### src/rtl/apb_master_pkg.sv
// Types and default widths shared by the APB master and the APB slave.
package apb_pkg;

  localparam int WIDTH_DEF      = 32;
  localparam int ADDR_WIDTH_DEF = 8;

  typedef enum logic [1:0] {
    IDLE   = 2'd0,
    SETUP  = 2'd1,
    ACCESS = 2'd2
  } state_t;

  typedef struct packed {
    logic                      write;
    logic [ADDR_WIDTH_DEF-1:0] addr;
    logic [WIDTH_DEF-1:0]      wdata;
  } apb_cmd_t;

endpackage

### src/rtl/apb_master_wait_timer.sv
// ACCESS wait timer for apb_master: a loadable up-counter with an expire flag.
// Present only when APB_MASTER_TIMEOUT_EN is defined.
`ifdef APB_MASTER_TIMEOUT_EN
module apb_wait_timer #(
  parameter int LIMIT = 16,
  parameter int CW    = $clog2(LIMIT + 1)
) (
  input  logic clk,
  input  logic rst,
  input  logic load,
  input  logic inc,
  output logic expire
);

  logic [CW-1:0] count;

  // Expire on the increment that would bring the count up to LIMIT.
  assign expire = inc && (count == CW'(LIMIT - 1));

  // Wait-cycle counter: cleared by load, advanced by inc.
  always_ff @(posedge clk) begin
    if (rst) begin
      count <= {CW{1'b0}};
    end else if (load) begin
      count <= {CW{1'b0}};
    end else if (inc) begin
      count <= count + CW'(1);
    end else begin
      count <= count;
    end
  end

endmodule
`endif

### src/rtl/apb_master.sv
// APB3 requester: one command at a time through IDLE -> SETUP -> ACCESS, single-entry response.
// Define APB_MASTER_TIMEOUT_EN to abort ACCESS after TIMEOUT_CYCLES wait cycles.
module apb_master
  import apb_pkg::*;
#(
  parameter int WIDTH          = WIDTH_DEF,
  parameter int ADDR_WIDTH     = ADDR_WIDTH_DEF,
  parameter int TIMEOUT_CYCLES = 16
) (
  input  logic                  pclk,
  input  logic                  preset,
  input  logic                  cmd_valid,
  output logic                  cmd_ready,
  input  logic                  cmd_write,
  input  logic [ADDR_WIDTH-1:0] cmd_addr,
  input  logic [WIDTH-1:0]      cmd_wdata,
  output logic                  rsp_valid,
  input  logic                  rsp_ready,
  output logic [WIDTH-1:0]      rsp_rdata,
  output logic                  rsp_err,
  output logic                  rsp_timeout,
  output logic                  psel,
  output logic                  penable,
  output logic                  pwrite,
  output logic [ADDR_WIDTH-1:0] paddr,
  output logic [WIDTH-1:0]      pwdata,
  input  logic [WIDTH-1:0]      prdata,
  input  logic                  pready,
  input  logic                  pslverr
);

  state_t                  state, next_state;
  logic                    accept, timer_expire;
  logic                    n_psel, n_penable, n_pwrite;
  logic [ADDR_WIDTH-1:0]   n_paddr;
  logic [WIDTH-1:0]        n_pwdata, n_rsp_rdata;
  logic                    n_rsp_valid, n_rsp_err, n_rsp_timeout;

  assign cmd_ready = (state == IDLE) && (!rsp_valid || rsp_ready);
  assign accept    = cmd_valid && cmd_ready;

`ifdef APB_MASTER_TIMEOUT_EN
  apb_wait_timer #(.LIMIT(TIMEOUT_CYCLES)) u_wait_timer (
    .clk    (pclk),
    .rst    (preset),
    .load   (state == SETUP),
    .inc    ((state == ACCESS) && !pready),
    .expire (timer_expire)
  );
`else
  assign timer_expire = 1'b0;
`endif

  // Next state and next values of every registered bus/response output.
  always_comb begin
    next_state    = state;
    n_psel        = psel;
    n_penable     = penable;
    n_pwrite      = pwrite;
    n_paddr       = paddr;
    n_pwdata      = pwdata;
    n_rsp_valid   = rsp_valid && !rsp_ready;
    n_rsp_rdata   = rsp_rdata;
    n_rsp_err     = rsp_err;
    n_rsp_timeout = rsp_timeout;
    case (state)
      IDLE: begin
        if (accept) begin
          next_state = SETUP;
          n_psel     = 1'b1;
          n_penable  = 1'b0;
          n_paddr    = cmd_addr;
          n_pwrite   = cmd_write;
          n_pwdata   = cmd_write ? cmd_wdata : {WIDTH{1'b0}};
        end else begin
          next_state = IDLE;
        end
      end
      SETUP: begin
        next_state = ACCESS;
        n_penable  = 1'b1;
      end
      ACCESS: begin
        // pready wins over a timeout expiring on the same edge.
        if (pready) begin
          next_state    = IDLE;
          n_psel        = 1'b0;
          n_penable     = 1'b0;
          n_rsp_valid   = 1'b1;
          n_rsp_rdata   = pwrite ? {WIDTH{1'b0}} : prdata;
          n_rsp_err     = pslverr;
          n_rsp_timeout = 1'b0;
        end else if (timer_expire) begin
          next_state    = IDLE;
          n_psel        = 1'b0;
          n_penable     = 1'b0;
          n_rsp_valid   = 1'b1;
          n_rsp_rdata   = {WIDTH{1'b0}};
          n_rsp_err     = 1'b1;
          n_rsp_timeout = 1'b1;
        end else begin
          next_state = ACCESS;
        end
      end
      default: begin
        next_state = IDLE;
        n_psel     = 1'b0;
        n_penable  = 1'b0;
      end
    endcase
  end

  // State register and registered outputs; reset drops the bus and any pending response.
  always_ff @(posedge pclk) begin
    if (preset) begin
      state       <= IDLE;
      psel        <= 1'b0;
      penable     <= 1'b0;
      pwrite      <= 1'b0;
      paddr       <= {ADDR_WIDTH{1'b0}};
      pwdata      <= {WIDTH{1'b0}};
      rsp_valid   <= 1'b0;
      rsp_rdata   <= {WIDTH{1'b0}};
      rsp_err     <= 1'b0;
      rsp_timeout <= 1'b0;
    end else begin
      state       <= next_state;
      psel        <= n_psel;
      penable     <= n_penable;
      pwrite      <= n_pwrite;
      paddr       <= n_paddr;
      pwdata      <= n_pwdata;
      rsp_valid   <= n_rsp_valid;
      rsp_rdata   <= n_rsp_rdata;
      rsp_err     <= n_rsp_err;
      rsp_timeout <= n_rsp_timeout;
    end
  end

endmodule

### config.mk
export PLATFORM = sky130hd
export DESIGN_NAME = apb_master
export DESIGN_NICKNAME = d
export VERILOG_FILES = /design/src/rtl/apb_master_pkg.sv /design/src/rtl/apb_master_wait_timer.sv /design/src/rtl/apb_master.sv
export SDC_FILE = /design/constraint.sdc
export NUM_CORES = 1
export LEC_CHECK = 0
export CORE_ASPECT_RATIO = 1.5
export CORE_UTILIZATION = 41
export DETAILED_ROUTE_END_ITERATION = 10
export PLACE_DENSITY = 0.87
export SKIP_CTS_REPAIR_TIMING = 1
export SLEW_MARGIN = 20
export SYNTH_ARGS = -nofsm -noshare
export SYNTH_HDL_FRONTEND = slang
export SYNTH_SLANG_ARGS = --single-unit
### constraint.sdc
create_clock -name pclk -period 1.7 [get_ports pclk]
set_input_delay 0.34 -clock pclk [delete_from_list [all_inputs] [get_ports pclk]]
set_output_delay 0.34 -clock pclk [all_outputs]
set_load 0.02 [all_outputs]
==> impl_table.tex <==
% Generated from flow reports
\begin{tabular}{lr}
\hline
Metric & Value \\
\hline
\multicolumn{2}{l}{\textbf{Cells and area}} \\
Core Util, Final & 66.7\% \\
Layout area overhead & 58.6\% \\
Most frequent cells in the layout & sky130\_fd\_sc\_hd\_\_clkdlybuf4s50\_1, sky130\_fd\_sc\_hd\_\_dfxtp\_1, sky130\_fd\_sc\_hd\_\_nand3b\_1 \\
Comb gate area & around 0.0016 mm² \\
Number of non-clock inverters in the layout & 3 \\
Fillers & approximately 600 \\
Layout sequential cell count & 79 \\
Total of clock buffers placed in the layout & 12 \\
Logic Gate Count & $\sim$240 \\
ANT cells & 0 \\
Layout cell share with drive strength beyond 1 & 6.82\% \\
Sequential portion of the cell area & between 20 and 30\% \\
Number of buffers other than clock buffers in the final layout & 173 \\
Number of non-filler instances in the completed layout & 618 \\
Regs by FF count & pwdata x32, rsp\_rdata x32, paddr x8 \\
Fraction of area in non-clock buffers & 32.2\% \\
Footprint of the flip-flops and latches & around 0.0016 mm² \\
Finished layout cell area & 0.00531 mm² \\
Multi-input gate share of total cell area & 30.0\% \\
Leading cell type in the layout, fill and taps excluded & sky130\_fd\_sc\_hd\_\_clkdlybuf4s50\_1 \\
\multicolumn{2}{l}{\textbf{Power}} \\
Maximum ir drop on the vdd rail & 0.734 mV \\
Power of the combinational group & 760 µW \\
Reported leakage power & between 1.5 and 2 nW \\
Pwr per Cell Area & 848 mW/mm² \\
Top power group & registers \\
Reported clock group power & 1.78 mW \\
Net switching share of the total power & roughly a quarter \\
Design Power & between 4 and 5 mW \\
Relative contribution of combinational cells to total power & 16.9\% \\
\multicolumn{2}{l}{\textbf{Global routing}} \\
Met3 routing resource usage after global routing & 6.91\% \\
Number of antenna violations at the first check in global routing & 0 \\
Combined global-route utilization of all metal layers & 21.1\% \\
Total overflow reported by the global router & 0 \\
Met1 usage in global routing & 22.5\% \\
Largest net degree at the start of global routing & roughly 110 \\
Wire length of the first global-routing pass & between 10000 and 15000 µm \\
Busiest grt layer & met2 \\
\multicolumn{2}{l}{\textbf{Critical path}} \\
Cell family with most CP delay & buffers and inverters \\
Arrival time worst endpoint & 1.31 ns \\
Crit path cell chain & clkdlybuf4s50\_1 \\
Total stage count of the critical path & 1 \\
Critical path launch point & penable\$\_SDFFE\_PP0P\_ \\
Worst reg2reg endpoint & pwdata[20]\$\_SDFFE\_PP0P\_ \\
Critical Path End & penable \\
R2R Setup Slk & 0.22 ns \\
Critical register-to-register path startpoint & state[0]\$\_SDFF\_PP0\_ \\
CP Data Required Time & 1.36 ns \\
Worst Reg-to-Reg Cells & 5 \\
Setup CP Type & flop to output pin \\
Critical path buffers and inverters & 1 \\
Highest net fanout along the worst path & 3 \\
CP startpoint kind & flop \\
\multicolumn{2}{l}{\textbf{Logic synthesis}} \\
Synthesis area per yosys & between 0.003 and 0.004 mm² \\
Top-count cell post-synth & sky130\_fd\_sc\_hd\_\_dfxtp\_1 \\
Mean Syn Cell Area & between 9 and 10 µm² \\
Number of standard cells reported by yosys & 360 \\
Share of Yosys cell area claimed by the top area cell type & 47.2\% \\
Synthesized instance count & 360 \\
Syn Nets & around 440 \\
Commonest cells in the synthesized netlist & sky130\_fd\_sc\_hd\_\_dfxtp\_1, sky130\_fd\_sc\_hd\_\_nand3b\_1, sky130\_fd\_sc\_hd\_\_a21oi\_1 \\
Total number of yosys warnings & 0 \\
Post-Syn Area & about 0.0033 mm² \\
Number of enable flip-flop cells & 0 \\
Flops out of synthesis & 79 \\
\multicolumn{2}{l}{\textbf{Final timing}} \\
Shortest period the worst path allows & $\sim$1.7 ns \\
Final setup violation count & 0 \\
Count of final max-slew check failures & 0 \\
Setup repair after global routing missed its margin & no \\
Worst Skew & 0.00628 ns \\
Tcrit/Tclk final & 97.3\% \\
Minimum setup slack in the final design & 0.0456 ns \\
\multicolumn{2}{l}{\textbf{Run status}} \\
Result of the run & finished, final reports clean \\
\multicolumn{2}{l}{\textbf{Drt}} \\
Met2 layer wire length in the routed design & about 4500 µm \\
Routed Antenna Nets & 0 \\
Met3 layer wire length in the routed design & 751 µm \\
Aggregate routed wire length & just over 9000 µm \\
Total vias in the final route & 3132 \\
Wire per inst & 14.6 µm \\
\multicolumn{2}{l}{\textbf{Place}} \\
Worst slack after detailed placement & -0.234 ns \\
Global placement routability congestion & $\sim$0.75 \\
Placed cell count & 603 \\
\multicolumn{2}{l}{\textbf{Min path}} \\
Number of cells on the worst hold path & 2 \\
\multicolumn{2}{l}{\textbf{Clock network}} \\
Number of clock buffers inserted by TritonCTS & 9 \\
Clock net sink count & 79 \\
CTS tree & done \\
Clock-pin slew reported for the worst setup and hold paths after clock tree synthesis & 0.06 ns \\
Max H-tree Level & 3 \\
Max Root-Sink Buffers & 2 \\
\multicolumn{2}{l}{\textbf{Floorplanning}} \\
Die outline area & 0.00854 mm² \\
Floorplan core area & 0.00796 mm² \\
Y dimension of the die & 113 µm \\
Tapcell count & 105 \\
\hline
\end{tabular}
## per-stage QoR
step	hold WS [ns]	TNS [ns]
finish	0.448	0
global route	0.468	0
CTS	0.450	-0.277
detailed placement	0.442	-3.23
global placement	0.437	-1.97
floorplan	0.476	0
## kinds of logic after synthesis
logic type / synth area share, %
and+or+nand+nor: 28.5
AOI/OAI and AO/OA: 9.34
DFF: 47.2
buffers and inverters: 5.23
muxes: 9.57
other: 0.112
## worst register-to-register path: stages (launching register included)
cell and delay [ns]:
sky130_fd_sc_hd__dfxtp_1 0.30, sky130_fd_sc_hd__or2_1 0.26, sky130_fd_sc_hd__buf_4 0.19, sky130_fd_sc_hd__nor3_4 0.18, sky130_fd_sc_hd__buf_12 0.24, sky130_fd_sc_hd__mux2i_1 0.24
**Clock network drawn from the DEF**

Drawn at 4 px/µm.
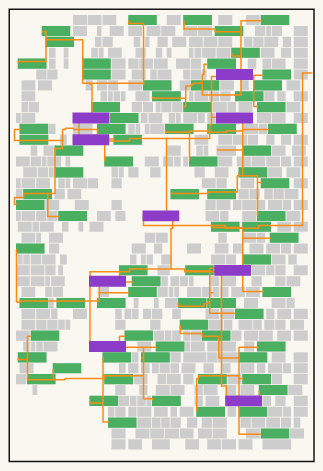
legend:
  clock wires:
    color: orange
    length: 918 µm
  flip-flops:
    color: green
    count: 79
  cells driving clock nets:
    color: purple
    count: 9
flops lie: spread over the die
routed clock nets: 10
clock group share of total power: 39.6%
insertion delay to the later sink of the worst-skew pair: 0.33 ns

**Port wiring**

Drawn at 3 px/µm.
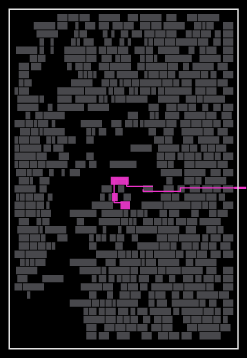
legend:
  pready:
    color: magenta
    bits: 1
    direction: input
    edge: right
    end_cells: 4
    buffers: 1
    wire: 58.7 µm
Port Buf Inserts: 156
total I/O pin count: 158

Power is estimated from default activity; no workload was simulated.
